===== src/rtl/cmp_pkg.sv =====
// Shared types for the comparator pipe: operation mode, packed result
// flags and the IEEE-754 single field widths used by the FP path.
package cmp_pkg;

   typedef enum logic [1:0] {
      CMP_UNS = 2'b00,
      CMP_SGN = 2'b01,
      CMP_FP  = 2'b10,
      CMP_RSV = 2'b11
   } cmp_mode_e;

   typedef struct packed {
      logic equal;
      logic larger;
      logic smaller;
      logic unord;
   } cmp_res_t;

   localparam int FP_EXP_W = 8;
   localparam int FP_MAN_W = 23;

endpackage


===== src/rtl/comparator_slice.sv =====
// Combinational magnitude compare of one CHUNK-bit slice.
//   i_a, i_b : slice operands
//   o_eq     : i_a == i_b
//   o_gt     : i_a >  i_b (unsigned)
module comparator_slice #(
   parameter int CHUNK = 4
) (
   input  logic [CHUNK-1:0] i_a,
   input  logic [CHUNK-1:0] i_b,
   output logic             o_eq,
   output logic             o_gt
);

   always_comb begin
      o_eq = &(i_a ~^ i_b);
      o_gt = 1'b0;
      // Later (higher) differing bits overwrite earlier ones: msb-first priority.
      for (int i = 0; i < CHUNK; i++) begin
         if (i_a[i] != i_b[i]) o_gt = i_a[i];
      end
   end

endmodule


===== src/rtl/comparator_pipe.sv =====
// Two-stage pipelined WIDTH-bit magnitude comparator (unsigned, signed and,
// when CMP_FP_MODE_EN is defined, IEEE-754 single).
// Ports:
//   i_clk, i_rst          clock, synchronous active-high reset
//   i_valid / o_ready     operand handshake
//   i_a, i_b, i_mode      operands and mode (00 UNS, 01 SGN, 10 FP, 11 = UNS)
//   i_tag / o_tag         side-band tag, returned with the result
//   o_valid / i_ready     result handshake
//   o_equal, o_larger, o_smaller, o_unord   one-hot result while o_valid
// Macro CMP_FP_MODE_EN: builds the FP path; otherwise mode 10 acts as UNS
// and o_unord is always 0.
module comparator_pipe
   import cmp_pkg::*;
#(
   parameter int WIDTH = 32,
   parameter int CHUNK = 4,
   parameter int TAG_W = 5
) (
   input  logic             i_clk,
   input  logic             i_rst,
   input  logic             i_valid,
   output logic             o_ready,
   input  logic [WIDTH-1:0] i_a,
   input  logic [WIDTH-1:0] i_b,
   input  logic [1:0]       i_mode,
   input  logic [TAG_W-1:0] i_tag,
   output logic             o_valid,
   input  logic             i_ready,
   output logic             o_equal,
   output logic             o_larger,
   output logic             o_smaller,
   output logic             o_unord,
   output logic [TAG_W-1:0] o_tag
);

   localparam int NCH = WIDTH / CHUNK;

`ifdef CMP_FP_MODE_EN
   if (WIDTH != 32) begin : g_fp_width_chk
      $error("comparator_pipe: FP mode requires WIDTH == 32");
   end
`endif

   cmp_mode_e        mode_eff;
   logic [WIDTH-1:0] a_x, b_x;
   logic [NCH-1:0]   eq_d, gt_d;
   logic [NCH-1:0]   eq_q, gt_q;
   logic [TAG_W-1:0] tag1_q;
   logic             s1_valid_q;

   logic             s2_valid_q;
   cmp_res_t         res_d, res_q;
   logic [TAG_W-1:0] tag2_q;

   logic             s2_load, s1_adv, accept;
   logic             mag_eq, mag_gt;

   assign s2_load = ~s2_valid_q | i_ready;
   assign s1_adv  = s2_load;
   assign o_ready = ~s1_valid_q | s1_adv;
   assign accept  = i_valid & o_ready;

   always_comb begin
      mode_eff = CMP_UNS;
      if (i_mode == CMP_SGN) mode_eff = CMP_SGN;
`ifdef CMP_FP_MODE_EN
      if (i_mode == CMP_FP) mode_eff = CMP_FP;
`endif
   end

   // Signed compare becomes unsigned once the sign bits are flipped; FP
   // compares magnitudes only, sign handling happens in stage 2.
   always_comb begin
      a_x = i_a;
      b_x = i_b;
      if (mode_eff == CMP_SGN) begin
         a_x[WIDTH-1] = ~i_a[WIDTH-1];
         b_x[WIDTH-1] = ~i_b[WIDTH-1];
      end
`ifdef CMP_FP_MODE_EN
      if (mode_eff == CMP_FP) begin
         a_x[WIDTH-1] = 1'b0;
         b_x[WIDTH-1] = 1'b0;
      end
`endif
   end

   for (genvar g = 0; g < NCH; g++) begin : g_slice
      comparator_slice #(.CHUNK(CHUNK)) u_slice (
         .i_a  (a_x[g*CHUNK +: CHUNK]),
         .i_b  (b_x[g*CHUNK +: CHUNK]),
         .o_eq (eq_d[g]),
         .o_gt (gt_d[g])
      );
   end

`ifdef CMP_FP_MODE_EN
   localparam int EXP_LSB = FP_MAN_W;
   localparam int EXP_MSB = FP_MAN_W + FP_EXP_W - 1;

   logic fp_q, nan_q, zero_q, sa_q, sb_q;
   logic nan_d, zero_d;

   assign nan_d  = (&i_a[EXP_MSB:EXP_LSB] & |i_a[FP_MAN_W-1:0]) |
                   (&i_b[EXP_MSB:EXP_LSB] & |i_b[FP_MAN_W-1:0]);
   assign zero_d = ~|i_a[EXP_MSB:0] & ~|i_b[EXP_MSB:0];

   always_ff @(posedge i_clk) begin
      if (accept) begin
         fp_q   <= (mode_eff == CMP_FP);
         nan_q  <= nan_d;
         zero_q <= zero_d;
         sa_q   <= i_a[WIDTH-1];
         sb_q   <= i_b[WIDTH-1];
      end
   end
`endif

   always_ff @(posedge i_clk) begin
      if (i_rst) begin
         s1_valid_q <= 1'b0;
      end else if (accept) begin
         s1_valid_q <= 1'b1;
      end else if (s1_adv) begin
         s1_valid_q <= 1'b0;
      end
   end

   always_ff @(posedge i_clk) begin
      if (accept) begin
         eq_q   <= eq_d;
         gt_q   <= gt_d;
         tag1_q <= i_tag;
      end
   end

   always_comb begin
      mag_gt = 1'b0;
      for (int i = 0; i < NCH; i++) begin
         if (!eq_q[i]) mag_gt = gt_q[i];
      end
      mag_eq = &eq_q;

      res_d         = '0;
      res_d.equal   = mag_eq;
      res_d.larger  = ~mag_eq & mag_gt;
      res_d.smaller = ~mag_eq & ~mag_gt;
`ifdef CMP_FP_MODE_EN
      if (fp_q) begin
         if (nan_q) begin
            res_d       = '0;
            res_d.unord = 1'b1;
         end else if (zero_q) begin
            res_d       = '0;
            res_d.equal = 1'b1;
         end else if (sa_q != sb_q) begin
            res_d         = '0;
            res_d.larger  = ~sa_q;
            res_d.smaller = sa_q;
         end else if (sa_q) begin
            res_d.larger  = ~mag_eq & ~mag_gt;
            res_d.smaller = ~mag_eq & mag_gt;
         end
      end
`endif
   end

   always_ff @(posedge i_clk) begin
      if (i_rst) begin
         s2_valid_q <= 1'b0;
         res_q      <= '0;
         tag2_q     <= '0;
      end else if (s2_load) begin
         s2_valid_q <= s1_valid_q;
         if (s1_valid_q) begin
            res_q  <= res_d;
            tag2_q <= tag1_q;
         end
      end
   end

   assign o_valid   = s2_valid_q;
   assign o_equal   = res_q.equal;
   assign o_larger  = res_q.larger;
   assign o_smaller = res_q.smaller;
   assign o_unord   = res_q.unord;
   assign o_tag     = tag2_q;

endmodule

===== config.mk =====
export PLATFORM = sky130hd
export DESIGN_NAME = comparator_pipe
export DESIGN_NICKNAME = d
export VERILOG_FILES = /design/src/rtl/cmp_pkg.sv /design/src/rtl/comparator_slice.sv /design/src/rtl/comparator_pipe.sv
export SDC_FILE = /design/constraint.sdc
export NUM_CORES = 1
export LEC_CHECK = 0
export ABC_AREA = 1
export CORE_ASPECT_RATIO = 0.75
export CORE_UTILIZATION = 40
export CTS_CLUSTER_DIAMETER = 200
export DETAILED_ROUTE_END_ITERATION = 12
export DONT_BUFFER_PORTS = 1
export RECOVER_POWER = 100
export SLEW_MARGIN = 20
export SYNTH_ARGS = -nofsm -noshare
export SYNTH_HDL_FRONTEND = slang
export SYNTH_SLANG_ARGS = --single-unit

===== constraint.sdc =====
create_clock -name i_clk -period 1.8 [get_ports i_clk]
set_input_delay 0.18 -clock i_clk [delete_from_list [all_inputs] [get_ports i_clk]]
set_output_delay 0.18 -clock i_clk [all_outputs]
set_load 0.01 [all_outputs]

==> Slide: Implementation Results, run 1 <==
Synthesis and Place & Route Summary

Clock tree
  – Clock Tree Root: clkbuf_8
  – CTS buffer count: 5
  – Post-CTS sizing: 0
  – # Post-CTS Setup Buffers: 0
  – Max Buffers Root-to-Sink: 2

Yosys
  – #FFs+latches synth: 31
  – Mapped cell area: 1780 sq um
  – Max-area cell share: 0.355
  – Syn nets: 310
  – Synth Flop Type: edfxtp_1
  – Post-synth seq share: 0.468
  – Syn Inst Count: 227

Pwr
  – Gate power share: 0.133
  – Internal power: 1180 uW
  – Max VDD drop: around 380 uV
  – Max power group: sequential cells
  – Sequential power: 840 uW

Routing
  – M1 wire length: 1490 um
  – DR vias/cell: roughly 4.8

Final layout
  – Fill cells: around 420
  – P&R area growth vs syn: 11.5%
  – Logic area: 756 sq um
  – Sequential cell area: 831 sq um
  – Most frequent cells in the layout: nand2_1, inv_1, nor2_1
  – NumNets Final: 323

Global routing
  – First-pass GRT wire length: around 5100 um
  – Vias in the first global route: 1261

Place
  – IO buf count: 0
  – Placed Instance Area: 1850 sq um

Final timing
  – Final WS setup: 0.443 ns
  – Final Critical Period: 1.36 ns

Min path
  – Hold EP: s1_valid_q

Setup path
  – Cell depth of the worst flop-to-flop path: 4
  – Critical path destination: eq_q[6]
  – RR Endpoint: eq_q[6]

Outcome
  – Status: finished, final reports clean

Floorplan
  – Die Height: 59.7 um
  – Row count: 20

Flow run
  – Tool warning count: 26
run 1: layout make-up:
| cell class | count | area share |
|---|---|---|
| flip-flops and latches | 31 | 0.420 |
| multi-input cells | 149 | 0.382 |
| inverters | 45 | 0.0866 |
| clock buffers | 8 | 0.0405 |
| repair buffers | 8 | 0.0367 |
| well taps | 55 | 0.0348 |
run 1: worst max-delay path, stage by stage, from the launching register on:
cell,delay (ns)
dfxtp_1,0.35
nand3_1,0.20
nand2_1,0.09
inv_1,0.09
clkbuf_2,0.29
run 1: kinds of logic after synthesis:
family / Yosys count / share of synthesized area
other: 1 / 0.00211
buffers and inverters: 47 / 0.103
AND-OR/OR-AND: 46 / 0.154
adder cells (fa/ha/maj): 8 / 0.0564
AND/OR/NAND/NOR: 94 / 0.217
flip-flops: 31 / 0.468
Figure 1. Routed clock nets over the placement (run 1).
Scale bar: 20 um.
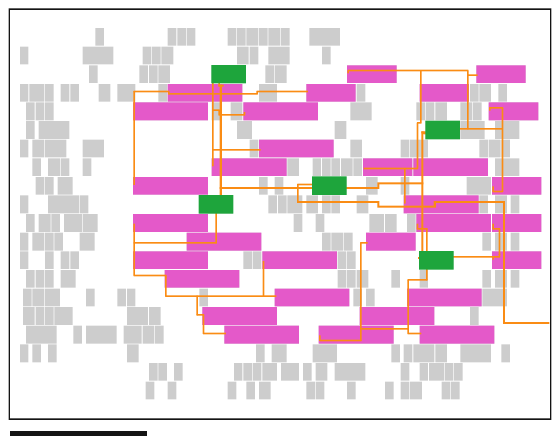
legend:
  flip-flops:
    colour: magenta
    count: 31
  clock wires:
    colour: orange
    length: 413 um
  clock drivers:
    colour: green
    count: 5
routed clock nets: 6
Clk pwr share: 0.326
clock skew: 0.00360 ns
clk_lat worst skew: 0.27 ns
P_clk: 506 uW

Figure 2. Congestion heat map (run 1).
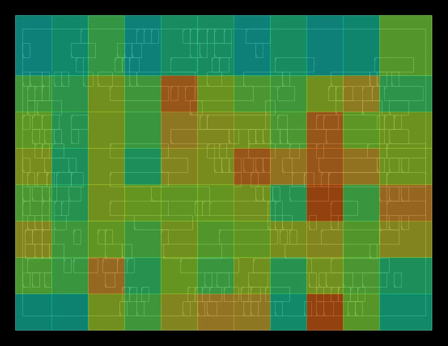
grt met1 use: 0.172
GRT Util Overall: 0.143
Layout Utilization: 0.477
gr busiest metal: met2
wire per inst: 10.5 um

Figure 3. Pin map (run 1).
Pins as bars across the die edge, other pins in grey.
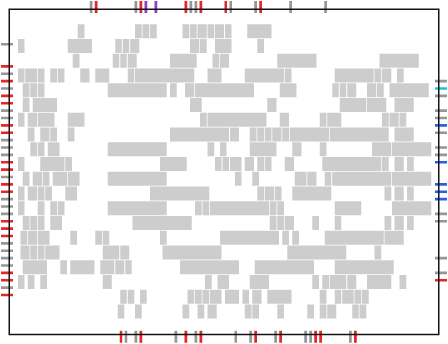
legend:
  o_valid:
    colour: cyan
    pins: 1
    direction: output
    edge: east
  i_mode:
    colour: purple
    pins: 2
    direction: input
    edge: north
  i_a:
    colour: red
    pins: 32
    direction: input
    edge: 16 west, 9 south, 6 north, 1 east
  o_tag:
    colour: blue
    pins: 5
    direction: output
    edge: east
all pins by edge: 33 west, 19 south, 18 east, 16 north

Figure 4. Sequential cells grouped by signal name (run 1).
Other sequential cells in the stronger grey, the rest of the logic in the fainter grey.
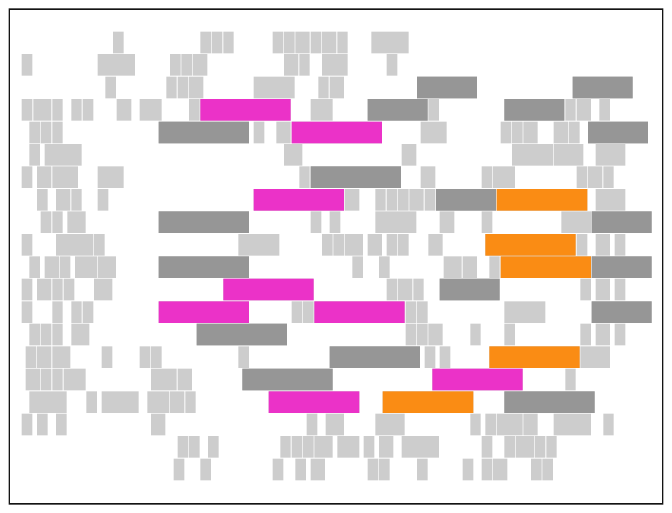

--- run 2 (diff from run 1) ---
Clock period 1.8 ns to 1.3 ns, I/O delays scaled along.
Figure 5. Sequential cells grouped by signal name (run 2).
Other sequential cells in the stronger grey, the rest of the logic in the fainter grey.
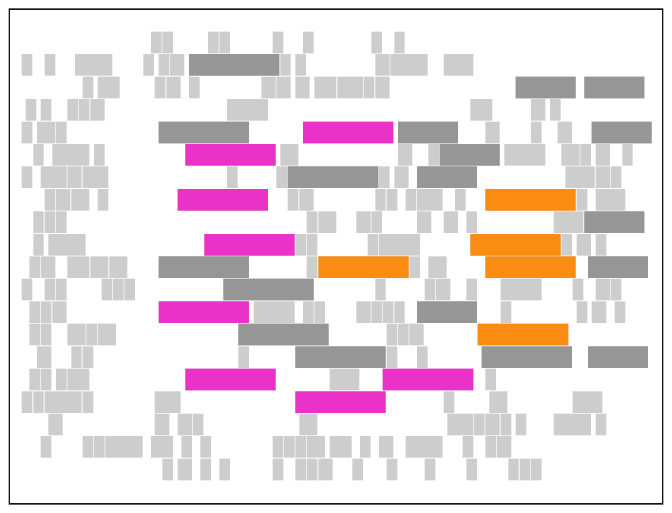
legend:
  gt_q:
    colour: magenta
    placed_flops: 8
  tag1_q:
    colour: orange
    placed_flops: 5
    where: east
not coloured: 18
sequential share of cell area: 0.419
sequential power: 1160 uW
Layout Utilization: 0.477
sequential cell area: 831 sq um

Figure 6. Congestion heat map (run 2).
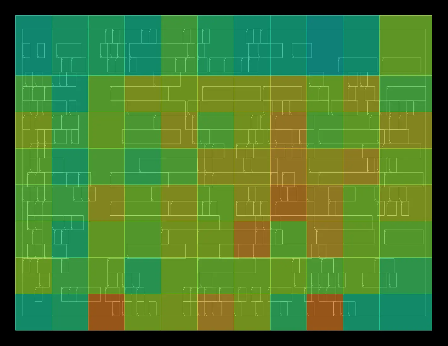
M3 GR Usage: 0.0748
GRT Util Overall: 0.143
wire per inst: 10.5 um

Figure 7. Routed clock nets over the placement (run 2).
Scale bar: 20 um.
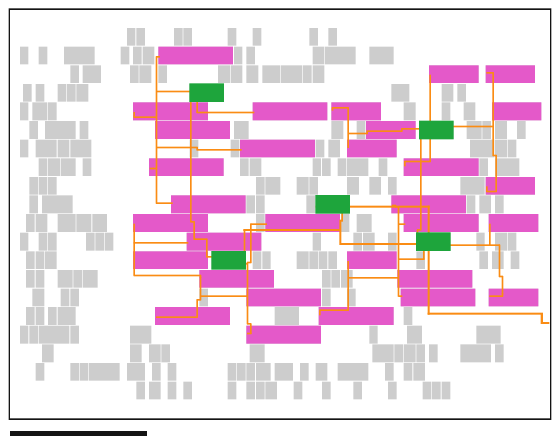
legend:
  clock wires:
    colour: orange
    length: 394 um
  flip-flops:
    colour: magenta
    count: 31
  clock drivers:
    colour: green
    count: 5
routed clock nets: 6

==> run 2 against run 1 <==
  * Critical endpoint is now eq_q[7]
  * Total power is 38% higher
  * Worst setup slack worse by 0.34 ns
  * Register-to-register slack got worse by 0.34 ns
  * First-iteration DRC count rose by 37%
  * Fmax increased by 13%
  * Core utilization is 0.060 points higher
  * Non-clock buffer count stayed put
  * Routed wire length decreased by 0.26%
  * Area after synthesis did not move
==> Slide: Implementation Results, run 2 <==
Synthesis and Place & Route Summary

Yosys
  – Post-synth seq share: 0.468
  – #FFs+latches synth: 31
  – Syn Inst Count: 227
  – Syn nets: roughly 310
  – Mapped cell area: 1780 sq um
  – Max-area cell share: 0.355
  – Synth Flop Type: edfxtp_1

Clock tree
  – Clock Tree Root: clkbuf_8
  – Post-CTS sizing: 0
  – CTS buffer count: 5
  – Max Buffers Root-to-Sink: 2

Place
  – IO buf count: 0
  – Placed Instance Area: 1870 sq um

Final layout
  – Non-clk buf share: 0.0360
  – Clk tree area frac: 0.0404
  – NumNets Final: 323
  – Comb area share: 0.383
  – Largest cell class: flip-flops and latches
  – Most frequent cells in the layout: nand2_1, inv_1, nor2_1
  – Fill cells: 439
  – Flop Count: 31
  – Clock buffers: 8

Setup path
  – WP depth: 4
  – Critical path buffers and inverters: 2
  – Critical path destination: eq_q[7]
  – CP max stage cell: dfxtp_1
  – Slowest cell delay on critical path: 0.35 ns

Pwr
  – Max VDD drop: 532 uV
  – P_clk: 692 uW
  – Internal power: between 1500 and 2000 uW
  – Clk pwr share: 0.323
  – Gate power share: 0.132

Outcome
  – Status: finished, final reports clean

Global routing
  – First-pass GRT wire length: 5060 um
  – Vias in the first global route: 1209

Final timing
  – Final WS setup: 0.0984 ns

Flow run
  – Tool warning count: 26

Floorplan
  – Die Height: 59.7 um
run 2: cell counts after synthesis:
Identical to the previous run, type by type.
run 2: logic make-up (layout without fill, tap and decap cells):
| logic type | count (synthesis) | count (layout) | share of synthesized area |
|---|---|---|---|
| flops | 31 | 31 | 0.468 |
| buf+inv | 47 | 61 | 0.103 |
| compound gates | 46 | 46 | 0.154 |
| simple gates | 94 | 94 | 0.217 |
| other cells | 1 | 1 | 0.00211 |
| fa+ha+maj | 8 | 8 | 0.0564 |
run 2: per-layer routing:
layer | vias to the layer above | wire length [um]
met5 | - | 0
li1 | 773 | -
met3 | 2 | 302
met4 | 0 | 15
met1 | 568 | 1470
met2 | 58 | 1320
--- run 3 (diff from run 2) ---
Settings changed: CTS_CLUSTER_SIZE set to 20.
Figure 8. Wiring by layer (run 3).
Scale bar: 20 um.
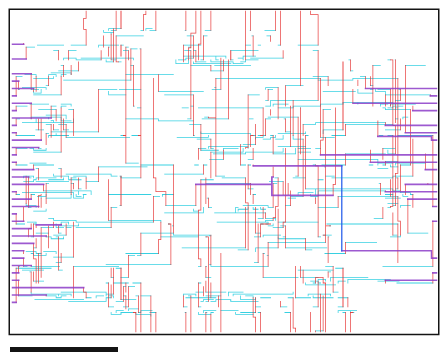
legend:
  metal 4:
    colour: blue
    wire_length: 15.6 um
  metal 2:
    colour: red
    wire_length: 1320 um
  metal 3:
    colour: purple
    wire_length: 303 um
  metal 1:
    colour: cyan
    wire_length: 1470 um
via count: 1401
Detailed Route WL: 3100 um

Figure 9. Routed clock nets over the placement (run 3).
Scale bar: 20 um.
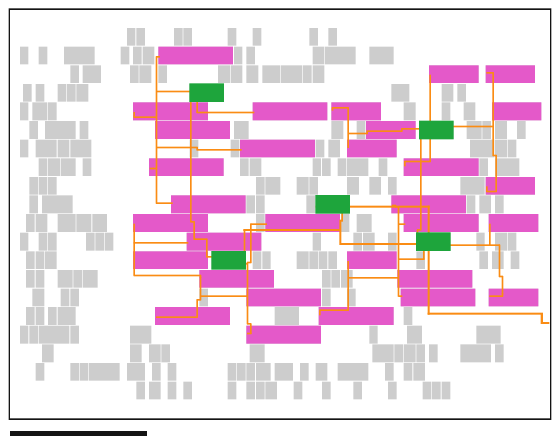
legend:
  clock drivers:
    colour: green
    count: 5
  flip-flops:
    colour: magenta
    count: 31
  clock wires:
    colour: orange
    length: 394 um
routed clock nets: 6

Figure 10. Congestion heat map (run 3).
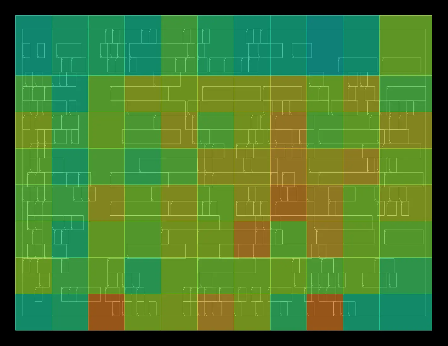
GRT met2 Usage: 0.220
grt met1 use: 0.177

==> run 3 against run 2 <==
  * Synthesized cell count stayed put
  * Sequential share of layout area unchanged
  * Worst setup slack is the same
  * Final cell count is the same
  * First-iteration DRC count stayed put
  * Clock skew did not move
  * Die area stayed put
==> Slide: Implementation Results, run 3 <==
Synthesis and Place & Route Summary

Outcome
  – Status: finished, final reports clean

Final layout
  – Logic area: 758 sq um
  – Combinational gates: 149
  – Sequential share of cell area: 0.419
  – Largest cell class: flip-flops and latches
  – Sequential cell area: 831 sq um
  – Clk tree area frac: 0.0404
  – Non-clk buf share: 0.0360

Floorplan
  – Tap cells: 55
  – Row count: 20
  – Die Height: 59.7 um

Pwr
  – Sequential power: 1160 uW
  – Clk pwr share: 0.323
  – Gate power share: 0.132
  – Max VDD drop: between 500 and 600 uV
  – Max power group: sequential cells

Setup path
  – Slowest cell delay on critical path: 0.35 ns

Global routing
  – Vias in the first global route: ~1200

Yosys
  – Post-synth seq share: 0.468
  – Synth Flop Type: edfxtp_1
  – Dominant comb cell: simple AND/OR/NAND/NOR gates

Routing
  – DR vias/cell: 4.73

Final timing
  – Final WS setup: around 0.098 ns
## run 3: repair_timing
action | in CTS | in global routing
hold buffers | 6 | 0
endpoints found under the hold margin | 15 | 0
gates resized | 0 | 0
## run 3: path summary, 6_finish.rpt
kind	end	slack, ns	depth (start not counted)
setup / recovery	eq_q[7]	0.1	4
hold / removal	s1_valid_q	0.05	2
setup reg to reg	eq_q[7]	0.1	4
hold reg to reg	o_tag[4]	0.50	2
## run 3: layer usage
metal | global-route usage | up-vias | wire, um
li1 | - | 773 | -
met1 | 0.177 | 568 | 1470
met2 | 0.220 | 58 | 1320
met3 | 0.0748 | 2 | 302
met4 | 0.0390 | 0 | 15
met5 | 0 | - | 0
Power is estimated from default activity; no workload was simulated.
